===== config.mk =====
export PLATFORM = sky130hd
export DESIGN_NAME = sumador_serial
export DESIGN_NICKNAME = d
export VERILOG_FILES = /design/src/rtl/sumador_pkg.sv /design/src/rtl/sumador_fa.sv /design/src/rtl/sumador_serial.sv
export SDC_FILE = /design/constraint.sdc
export NUM_CORES = 1
export LEC_CHECK = 0
export CAP_MARGIN = 20
export CORE_ASPECT_RATIO = 1.1
export CORE_UTILIZATION = 44
export DETAILED_ROUTE_END_ITERATION = 6
export PLACE_DENSITY_LB_ADDON = 0.1
export SLEW_MARGIN = 5
export SYNTH_ARGS = -nofsm -noshare
export SYNTH_HDL_FRONTEND = slang
export SYNTH_HIERARCHICAL = 1
export SYNTH_SLANG_ARGS = --single-unit

===== constraint.sdc =====
create_clock -name clk -period 1.15 [get_ports clk]
set_input_delay 0.1725 -clock clk [delete_from_list [all_inputs] [get_ports clk]]
set_output_delay 0.1725 -clock clk [all_outputs]
set_load 0.01 [all_outputs]

===== src/rtl/sumador_pkg.sv =====
// Shared types and constants for the bit-serial adder.
// Holds the FSM state encoding and the default operand width.
package sumador_pkg;

   localparam int SUMADOR_WIDTH = 8;

   typedef enum logic [1:0] {
      IDLE = 2'd0,
      RUN  = 2'd1,
      DONE = 2'd2
   } state_t;

endpackage


===== src/rtl/sumador_fa.sv =====
// One-bit full adder cell used by the serial adder datapath.
// Purely combinational.
module sumador_fa (
   input  logic a,
   input  logic b,
   input  logic ci,
   output logic s,
   output logic co
);

   assign s  = a ^ b ^ ci;
   assign co = (a & b) | (a & ci) | (b & ci);

endmodule


===== src/rtl/sumador_serial.sv =====
// Bit-serial adder, LSB first, one bit per clock.
// Define SUMADOR_SUB_EN to enable subtract mode through the sub port.
module sumador_serial
   import sumador_pkg::*;
#(
   parameter int WIDTH = SUMADOR_WIDTH
) (
   input  logic             clk,
   input  logic             rst_n,
   input  logic             start,
   input  logic [WIDTH-1:0] a,
   input  logic [WIDTH-1:0] b,
   input  logic             cin,
   input  logic             sub,
   output logic [WIDTH-1:0] sum,
   output logic             cout,
   output logic             ovf,
   output logic             busy,
   output logic             done
);

   localparam int CW = $clog2(WIDTH) + 1;
   localparam logic [CW-1:0] LAST = CW'(WIDTH - 1);

   state_t           state;
   state_t           state_n;
   logic [WIDTH-1:0] a_sh;
   logic [WIDTH-1:0] b_sh;
   logic             carry;
   logic [CW-1:0]    cnt;
   logic [WIDTH-1:0] b_eff;
   logic             c_eff;
   logic             fa_s;
   logic             fa_co;

`ifdef SUMADOR_SUB_EN
   // Subtraction as a + ~b + 1: invert b and force the carry-in.
   assign b_eff = sub ? ~b : b;
   assign c_eff = sub ? 1'b1 : cin;
`else
   logic sub_unused;
   assign sub_unused = sub;
   assign b_eff      = b;
   assign c_eff      = cin;
`endif

   sumador_fa u_fa (
      .a  (a_sh[0]),
      .b  (b_sh[0]),
      .ci (carry),
      .s  (fa_s),
      .co (fa_co)
   );

   always_ff @(posedge clk or negedge rst_n) begin
      if (!rst_n) state <= IDLE;
      else        state <= state_n;
   end

   always_comb begin
      state_n = state;
      unique case (state)
         IDLE:    if (start) state_n = RUN;
         RUN:     if (cnt == LAST) state_n = DONE;
         DONE:    state_n = IDLE;
         default: state_n = IDLE;
      endcase
   end

   always_ff @(posedge clk or negedge rst_n) begin
      if (!rst_n) begin
         a_sh  <= '0;
         b_sh  <= '0;
         carry <= 1'b0;
         cnt   <= '0;
         sum   <= '0;
         cout  <= 1'b0;
         ovf   <= 1'b0;
      end else begin
         unique case (state)
            IDLE: begin
               if (start) begin
                  a_sh  <= a;
                  b_sh  <= b_eff;
                  carry <= c_eff;
                  cnt   <= '0;
                  sum   <= '0;
                  cout  <= 1'b0;
                  ovf   <= 1'b0;
               end
            end
            RUN: begin
               sum   <= {fa_s, sum[WIDTH-1:1]};
               a_sh  <= a_sh >> 1;
               b_sh  <= b_sh >> 1;
               carry <= fa_co;
               cnt   <= cnt + 1'b1;
               // On the MSB step carry holds the carry into the MSB.
               if (cnt == LAST) begin
                  cout <= fa_co;
                  ovf  <= carry ^ fa_co;
               end
            end
            default: ;
         endcase
      end
   end

   assign busy = (state != IDLE);
   assign done = (state == DONE);

endmodule

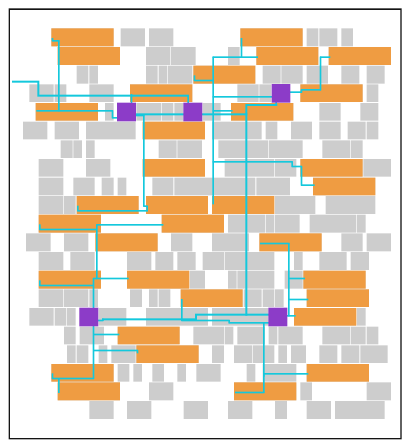
**Above:** run 1 (routed clock nets over the placement).
purple -> clock drivers  # count 5
orange -> flip-flops  # count 33
cyan -> clock wires  # length 378 um
flops lie = all over the die

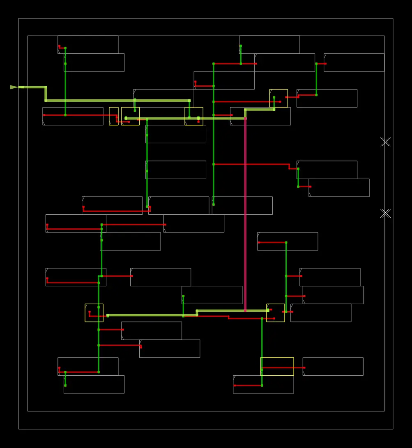
**Above:** run 1 (clock wiring as the flow saved it).
Clock buffer cells: 7
clk_skew: 0.00925 ns

==> results.json, run 1 <==
{
  "power-per-cell-area_nw_per_um2": 2660,
  "route.detailed.drc": 4,
  "ir_worst_vdd_uv": 1390,
  "core_area_um2": 3100,
  "async_reset_ff_share_pct": 100,
  "grt_max_degree": 34,
  "track_usage_pct": 20.1,
  "ios": 33,
  "wl_mm": 3.32,
  "postSynthAreaPerCell_um2": 11.8,
  "cp_max_fo": 10,
  "ant_nets": 0,
  "setup_slack_ns": -0.240,
  "grt_setup_unrepaired": "true",
  "placed_area_um2": 1950,
  "grt_pass1_vias": 1195,
  "cp-start-kind": "flip-flop",
  "insertion_delay_ns": 0.33,
  "chipWidth_um": 57.0,
  "cts_buffers": 5,
  "final_nets": 207,
  "area_growth_pct": 48.8,
  "yosysMostFrequentCell": "dfrtp_1",
  "synth_cell_types": 24,
  "final_cell_area_um2": 2180,
  "r2r_setup_slack_ns": -0.24,
  "cts.path.max_buffers": 2,
  "ctsHoldBuffers": 0,
  "period_minus_slack_ns": 1.39,
  "yosysWarningCount": 6,
  "synthTopCellsByCount": "dfrtp_1, nand2_1, mux2i_1, a22o_1, o21ai_1",
  "maxCapViolations": 0,
  "diodes": 0,
  "status": "finished with violations",
  "die_y_um": 62.5,
  "avgViaCountPerCell": 5.25,
  "grt_overflow_total": 0,
  "post-dp-hpwl_mm": 2.00,
  "warning_count": 30,
  "synthTopLogicFamily": "AND-OR/OR-AND gates",
  "fin_crit_sh_pct": 121,
  "r2r_start": "state[1]",
  "xor_area_share_pct": 0.599,
  "htree_num_levels": 2,
  "setup_viol": 34,
  "initial_core_util_pct": 47.2,
  "syn_nets": 147,
  "rows": 21,
  "reg2regPathDepth": 5,
  "p_leak_nw": 1.07,
  "ys.flops": 33,
  "final_hold_viol_count": 0,
  "synth-simple-area-share_pct": 10.2,
  "die_area_um2": 3560,
  "top_area_cell": "dfrtp_1",
  "relSlewSlack_pct": 82.8,
  "synthMuxAreaShare_pct": 12.4,
  "cts_tree": "yes",
  "synth_seq_share_pct": 56.5,
  "synth_top_area_share_pct": 56.5,
  "violations": "DRC, setup timing",
  "critPathCaptureType": "flip-flop",
  "whs_ns": 0.206,
  "io_buffer_count": 31,
  "fa_ha_area_share_pct": 2.22,
  "edf_count": 0,
  "yosys-stat-area_um2": 1460,
  "cp.required_ns": 1.37,
  "critical_path_class": "flip-flop to flip-flop",
  "r2r-end": "a_sh[7]",
  "synthCells": 124
}
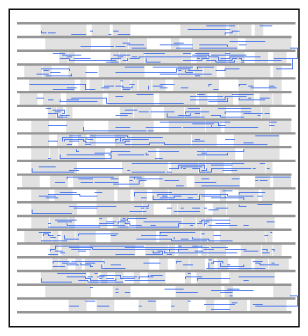
**Above:** run 1 (metal 1).
Supply wires on this layer in gray.
main direction = horizontal
nets with wire on the layer = 179
wire length on this layer = 1430 um

## run 1: area by class of cell
| type | count | area, um^2 |
|---|---|---|
| flip-flops and latches | 33 | 826 |
| inverters | 2 | 7.51 |
| well taps | 34 | 42.5 |
| clock buffers | 7 | 55.1 |
| fillers | 250 | 923 |
| multi-input cells | 82 | 636 |
| repair buffers | 60 | 611 |
## run 1: stage by stage
step	std cells	setup TNS [ns]	utilization [%]	power (W)	setup WS (ns)
4_1_cts	213	-4.96	69.0	0.00565	-0.187
6_report	218	-6.02	70.2	0.00578	-0.240
5_1_grt	218	-7.99	70.2	0.00620	-0.280
3_3_place_gp	197	-4.77	63.0	0.00449	-0.310
2_1_floorplan	124	-0.484	-	0.00350	-0.0294
3_5_place_dp	197	-5.56	63.0	0.00460	-0.338
## run 1: worst max-delay path, cell delays in order (launching register included)
cell and delay [ns]:
dfrtp_1 0.42, buf_6 0.14, o21bai_4 0.19, buf_4 0.15, clkbuf_16 0.16, a22o_1 0.22
## run 1: what timing repair did
| action | 4_1_cts | 5_1_grt |
|---|---|---|
| cloned | 1 | 1 |
| buffers inserted | 8 | 4 |
| setup endpoints to repair | 45 | 42 |
| pin swaps | 13 | 2 |
| gates resized | 50 | 13 |
## run 1: cell families (layout without fill, tap and decap cells)
| group | count (synthesis) | after routing |
|---|---|---|
| buf+inv | 9 | 69 |
| flops | 33 | 33 |
| mux | 18 | 18 |
| fa+ha+maj | 2 | 2 |
| simple gates | 31 | 31 |
| compound gates | 30 | 30 |
| xor+xnor | 1 | 1 |
## run 1: per-layer routing
metal | wire [um] | global-route usage, %
met1 | 1430 | 24.8
met4 | 29 | 4.88
met5 | 0 | 0
met2 | 1710 | 34.1
met3 | 144 | 6.42
## run 1: sequential cells by signal, indices dropped and copies added, names as in the netlist
| name | cells |
|---|---|
| sum | 8 |
| carry | 1 |
| cnt | 4 |
| ovf | 1 |
| a_sh | 8 |
| state | 2 |
| cout | 1 |
| b_sh | 8 |
## run 1: layout by cell type (no fill, tap or decap), drive strengths merged
cell	count
dfrtp	33
buf	32
nand2	22
clkdlybuf4s50	19
mux2i	17
o21ai	16
clkbuf	15
a22o	12
inv	2
nor2	2
nor2b	2
or2	1
o21bai	1
or3b	1
nand2b	1
o221ai	1
nand4	1
nor3	1
xnor2	1
mux2	1
ha	1
bufbuf	1
fa	1
## run 1: worst min path at each step
stage,end,slack [ns],cells past startpoint
floorplan,a_sh[0],-0.12,0
global placement,b_sh[2],0.46,2
detailed placement,b_sh[1],0.47,2
CTS,sum[3],0.20,2
global route,sum[6],0.20,2
finish,b_sh[0],0.21,2
## run 1: report_power, final
part	internal (W)	switching [W]	leakage [nW]	total, W
combinational	0.00182	0.00132	0.616	0.00315
clock	0.000288	0.000368	0.0314	0.000656
sequential	0.00167	0.000315	0.421	0.00198
**Run 1: drive-strength map**

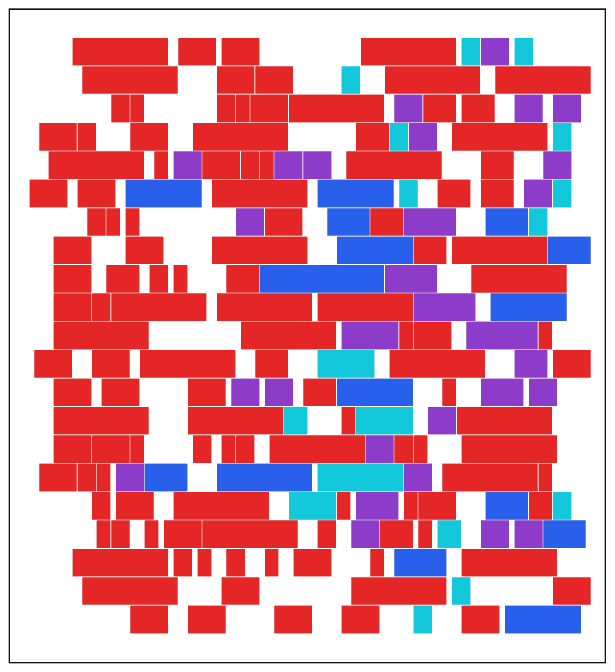

==> inputs of run 2 (changes only) <==
--- a/config.mk
+++ b/config.mk
@@ -5,8 +5,8 @@
 export SDC_FILE = /design/constraint.sdc
 export NUM_CORES = 1
 export LEC_CHECK = 0
-export CAP_MARGIN = 20
 export CORE_ASPECT_RATIO = 1.1
+export CORE_MARGIN = 2
 export CORE_UTILIZATION = 44
 export DETAILED_ROUTE_END_ITERATION = 6
 export PLACE_DENSITY_LB_ADDON = 0.1
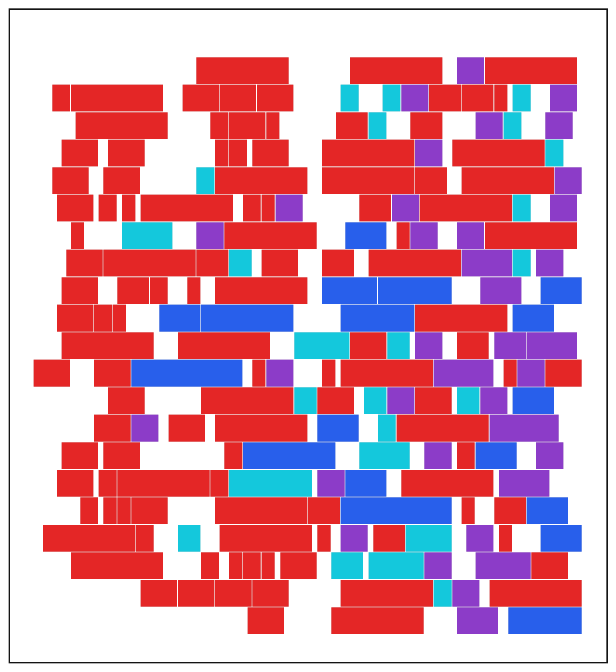
**Above:** run 2 (drive-strength map).
purple -> _3 and _4 cells  # cells 36, share 19%
red -> _0 and _1 cells  # cells 114, share 59%
blue -> _6 and larger  # cells 18, share 9.4%
cyan -> _2 cells  # cells 24, share 13%

==> results.json, run 2 <==
{
  "final_hold_viol_count": 0,
  "whs_ns": 0.204,
  "reg_top3": "a_sh: 8 flops, b_sh: 8 flops, sum: 8 flops",
  "ys_cells": 124,
  "ctsHoldBuffers": 0,
  "ys.flops": 33,
  "ios": 33,
  "area_growth_pct": 56.3,
  "crit_top_cell": "buf_6",
  "die_y_um": 64.5,
  "grt_max_degree": 34,
  "post-dp-hpwl_mm": 2.10,
  "yosysWarningCount": 6,
  "cp.required_ns": 1.37,
  "critPathCaptureType": "flip-flop",
  "violations": "DRC, setup timing",
  "tns_ns": -5.68,
  "cts.path.max_buffers": 2,
  "diodes": 0,
  "top_area_cell": "dfrtp_1",
  "setup_slack_ns": -0.251,
  "grt_pass1_vias": 1201,
  "warning_count": 30,
  "syn_nets": 147,
  "slowest_delay_ns": 0.44,
  "cts_buffers": 5,
  "fill_cells": 232,
  "grt_overflow_total": 0,
  "p_leak_nw": 1.12,
  "cp_cell_sequence": "buf_6 -> buf_6 -> or3b_4 -> nand2_1 -> mux2i_1",
  "synth_cell_types": 24,
  "cts_tree": "yes",
  "async_reset_ff_share_pct": 100,
  "htree_num_levels": 2,
  "yosysMostFrequentCell": "dfrtp_1",
  "synth_top_area_share_pct": 56.5,
  "io_buffer_count": 31,
  "skew_ns": 0.00904,
  "firstDrtPassIters": 6,
  "relSlewSlack_pct": 74.6,
  "cp_max_fo": 4,
  "final_util_pct": 73.7,
  "power-per-cell-area_nw_per_um2": 2770,
  "status": "finished with violations",
  "initial_core_util_pct": 47.2,
  "path_buffers": 2,
  "gp_congestion": 0.715,
  "insertion_delay_ns": 0.34,
  "synthTopCellsByCount": "dfrtp_1, nand2_1, mux2i_1, a22o_1, o21ai_1",
  "seq_area_um2": 826,
  "slew_viol_final": 0,
  "route.detailed.drc": 3,
  "edf_count": 0,
  "avgViaCountPerCell": 5.29,
  "ant_nets": 0,
  "die_area_um2": 3800,
  "layout_top_cell": "dfrtp_1",
  "cpLargestDelayFamily": "simple AND/OR/NAND/NOR gates",
  "cp-start-kind": "flip-flop",
  "maxCapViolations": 0,
  "final_cell_mix": "dfrtp_1, buf_4, clkdlybuf4s50_1",
  "synthCells": 124,
  "yosys-top-cells-area": "dfrtp_1, mux2i_1, a22o_1",
  "rows": 21,
  "final-comb-area_um2": 664,
  "core_area_um2": 3100,
  "slowest_stage": "dfrtp_1",
  "wl_mm": 3.73,
  "period_minus_slack_ns": 1.40,
  "setup_viol": 34,
  "yosys-stat-area_um2": 1460,
  "fin_crit_sh_pct": 122,
  "grt_setup_unrepaired": "true",
  "synth_seq_share_pct": 56.5,
  "ir_worst_vdd_uv": 1210,
  "track_usage_pct": 20.4,
  "chipWidth_um": 59.0,
  "final_nets": 214,
  "critical_path_class": "flip-flop to flip-flop",
  "postSynthAreaPerCell_um2": 11.8
}
[run 2: logic make-up (layout without fill, tap and decap cells)]
group,count (synthesis),after routing,share of synthesized area [%]
DFF,33,33,56.5
and+or+nand+nor,31,31,10.2
AOI/OAI and AO/OA,30,30,13.8
muxes,18,18,12.4
buffers and inverters,9,77,4.36
adders and majority gates,2,2,2.22
xor gates and xnor gates,1,1,0.599
[run 2: area by class of cell]
type / count / area share (%)
Clock inverter: 3 / 2.85
Clock buffer: 5 / 1.64
Timing Repair Buffer: 67 / 28.1
Multi-Input combinational cell: 82 / 29.1
Tap cell: 34 / 1.86
Inverter: 2 / 0.328
Sequential cell: 33 / 36.1
[run 2: repair_timing]
item	CTS	global route
resized	53	27
gates cloned	1	2
pin swaps	6	8
hold endpoints to repair	0	0
setup endpoints to repair	45	44
setup buffers	12	7
[run 2: worst register-to-register path: stages, from the launching register on]
cell and delay [ns]:
dfrtp_1 0.44, buf_6 0.15, buf_6 0.12, or3b_4 0.43, nand2_1 0.09, mux2i_1 0.07
[run 2: layer usage]
layer	vias to the layer above	global-route usage, %	part of all wire [%]
met5	-	0	0
met4	0	7.39	1.5
met3	8	6.39	5.6
met2	34	35.0	53
met1	584	23.5	40
li1	570	-	-
[run 2: path summary, 6_finish.rpt]
| check | from | end | slack (ns) | cells past startpoint |
|---|---|---|---|---|
| min reg2reg | b_sh[4] | b_sh[4] | 0.49 | 2 |
| max reg2reg | state[0] | cnt[3] | -0.25 | 5 |
| max | state[0] | cnt[3] | -0.25 | 5 |
| max in group asynchronous | rst_n | a_sh[6] | 0.77 | 2 |
| min in group clk | b[7] | b_sh[7] | 0.43 | 2 |
| min | rst_n | cout | 0.20 | 2 |
[run 2: per-stage QoR]
step                      setup WS [ns]  instances  power [W]  instance area (um^2)
after global routing             -0.280        226    0.00672                  2290
after detailed placement         -0.323        196    0.00444                  1920
after CTS                        -0.180        217    0.00602                  2200
after global placement           -0.309        196    0.00433                  1920
after floorplan                 -0.0294        124    0.00350                  1480
final                            -0.251        226    0.00634                  2290
[run 2: power breakdown]
group,internal [W],switching [W],leakage [nW],total (W)
Clock,0.000673,0.000409,0.0552,0.00108
Sequential,0.00166,0.000337,0.421,0.00200
Combinational,0.00184,0.00141,0.643,0.00325
==> inputs of run 3 (changes only) <==
--- a/config.mk
+++ b/config.mk
@@ -5,6 +5,7 @@
 export SDC_FILE = /design/constraint.sdc
 export NUM_CORES = 1
 export LEC_CHECK = 0
+export CAP_MARGIN = 10
 export CORE_ASPECT_RATIO = 1.1
 export CORE_MARGIN = 2
 export CORE_UTILIZATION = 44
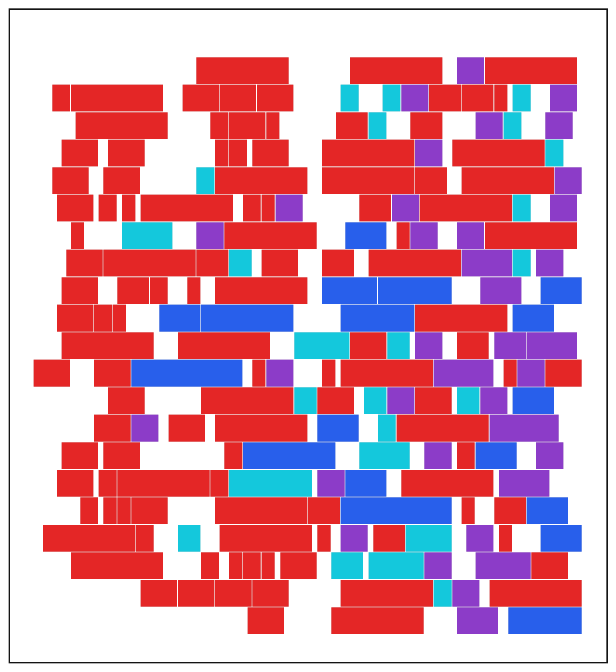
**Above:** run 3 (drive-strength map).
purple -> _3 and _4 cells  # cells 36, share 19%
blue -> _6 and larger  # cells 18, share 9.4%
red -> _0 and _1 cells  # cells 114, share 59%
cyan -> _2 cells  # cells 24, share 13%

==> results.json, run 3 <==
{
  "gp_congestion": 0.715,
  "setup_slack_ns": -0.251,
  "warning_count": 30,
  "post-dp-hpwl_mm": 2.10,
  "ir_worst_vdd_uv": 1210,
  "cp.required_ns": 1.37,
  "synthTopCellsByCount": "dfrtp_1, nand2_1, mux2i_1, a22o_1, o21ai_1",
  "layout_top_cell": "dfrtp_1",
  "cp-start-kind": "flip-flop",
  "reg2regPathDepth": 5,
  "grt_overflow_total": 0,
  "core_area_um2": 3100,
  "yosys-stat-area_um2": 1460,
  "grt_pass1_vias": 1201,
  "die_y_um": 64.5,
  "cts_tree": "yes",
  "route.detailed.drc": 3,
  "cts_buffers": 5,
  "final_hold_viol_count": 0,
  "postSynthAreaPerCell_um2": 11.8,
  "skew_ns": 0.00904,
  "yosys-top-cells-area": "dfrtp_1, mux2i_1, a22o_1",
  "wl_mm": 3.73,
  "violations": "DRC, setup timing",
  "grt_setup_unrepaired": "true",
  "period_minus_slack_ns": 1.40,
  "setup_viol": 34,
  "async_reset_ff_share_pct": 100,
  "path_buffers": 2,
  "synth_seq_share_pct": 56.5,
  "crit_top_cell": "buf_6",
  "power_w": 0.00634,
  "top_area_cell": "dfrtp_1",
  "insertion_delay_ns": 0.34,
  "power-per-cell-area_nw_per_um2": 2770,
  "area_growth_pct": 56.3,
  "status": "finished with violations",
  "relSlewSlack_pct": 74.6,
  "slew_viol_final": 0,
  "placed_area_um2": 1920,
  "edf_count": 0,
  "track_usage_pct": 20.4,
  "cts.path.max_buffers": 2,
  "syn_nets": 147,
  "die_area_um2": 3800,
  "reg_top3": "a_sh: 8 flops, b_sh: 8 flops, sum: 8 flops",
  "ios": 33,
  "fin_crit_sh_pct": 122
}
-- run 3: cell counts in the layout (fill, tap and decap cells not counted) --
Identical to the previous run, type by type.
-- run 3: power breakdown --
| group | switching [W] | internal [W] | leakage, nW |
|---|---|---|---|
| sequential | 0.000337 | 0.00166 | 0.421 |
| clock | 0.000409 | 0.000673 | 0.0552 |
| combinational | 0.00141 | 0.00184 | 0.643 |
| total | 0.00216 | 0.00418 | 1.12 |
-- run 3: cell type report --
class,instances,area [um^2],share of cell area (%)
Sequential cell,33,826,36.1
Multi-Input combinational cell,82,664,29.1
Timing Repair Buffer,67,643,28.1
Clock inverter,3,65.1,2.85
Tap cell,34,42.5,1.86
Clock buffer,5,37.5,1.64
Inverter,2,7.51,0.328
-- run 3: final timing paths --
path                                end     start  slack, ns
worst max-delay path             cnt[3]  state[0]      -0.25
worst min-delay path               cout     rst_n       0.20
worst max register to register   cnt[3]  state[0]      -0.25
worst min register to register  b_sh[4]   b_sh[4]       0.49
max in group asynchronous       a_sh[6]     rst_n       0.77
min in group clk                b_sh[7]      b[7]       0.43
-- run 3: metal layers --
layer / vias to the layer above / share of wire, % / track usage (%)
li1: 570 / - / -
met1: 584 / 40 / 23.5
met2: 34 / 53 / 35.0
met3: 8 / 5.6 / 6.39
met4: 0 / 1.5 / 7.39
met5: - / 0 / 0
-- run 3: stage by stage --
step | hold slack, ns | cells | setup slack, ns | TNS (ns)
detailed placement | 0.471 | 196 | -0.323 | -6.96
global placement | 0.462 | 196 | -0.309 | -6.57
CTS | 0.194 | 217 | -0.180 | -4.36
finish | 0.204 | 226 | -0.251 | -5.68
global route | 0.189 | 226 | -0.280 | -7.36
floorplan | -0.123 | 124 | -0.0294 | -0.484
-- run 3: cells by family after synthesis --
| kind of cell | synth area share, % |
|---|---|
| flip-flops | 56.5 |
| AND/OR/NAND/NOR | 10.2 |
| AND-OR/OR-AND | 13.8 |
| multiplexers | 12.4 |
| buffers and inverters | 4.36 |
| adder cells (fa/ha/maj) | 2.22 |
| XOR/XNOR | 0.599 |
-- run 3: what timing repair did --
| action | 4_1_cts | 5_1_grt |
|---|---|---|
| gates resized | 53 | 27 |
| cloned | 1 | 2 |
| pin swaps | 6 | 8 |
| buffers inserted | 12 | 7 |
| endpoints found under the setup margin | 45 | 44 |
| hold buffers | 0 | 0 |

==> gallery <==
Cells colored by class.
Scale bar: 20 um.
Plate I
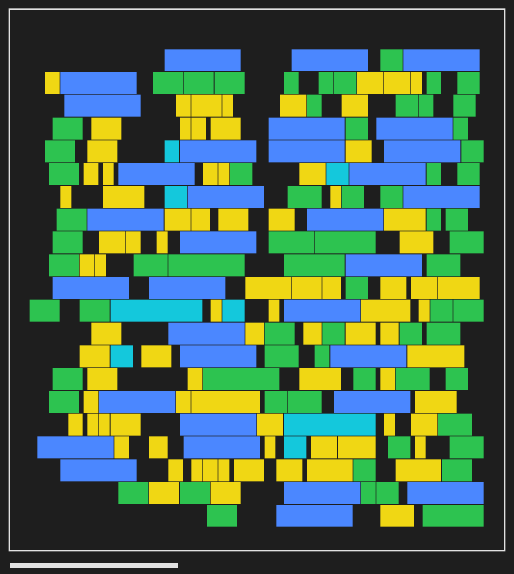
Plate II
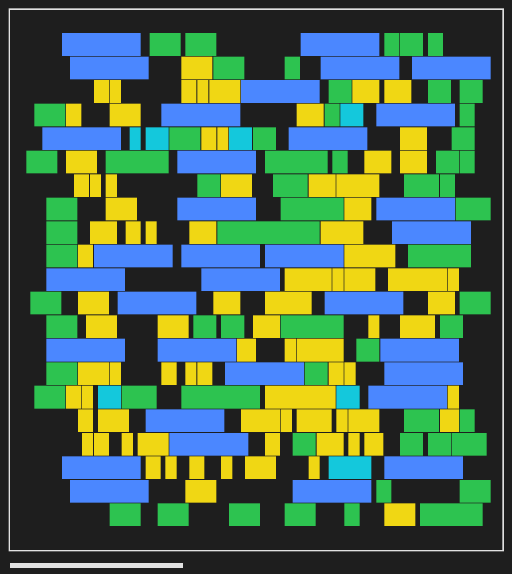
| from | picture |
|---|---|
| run 2 | Plate I |
| run 1 | Plate II |

Power and IR drop assume default switching activity.
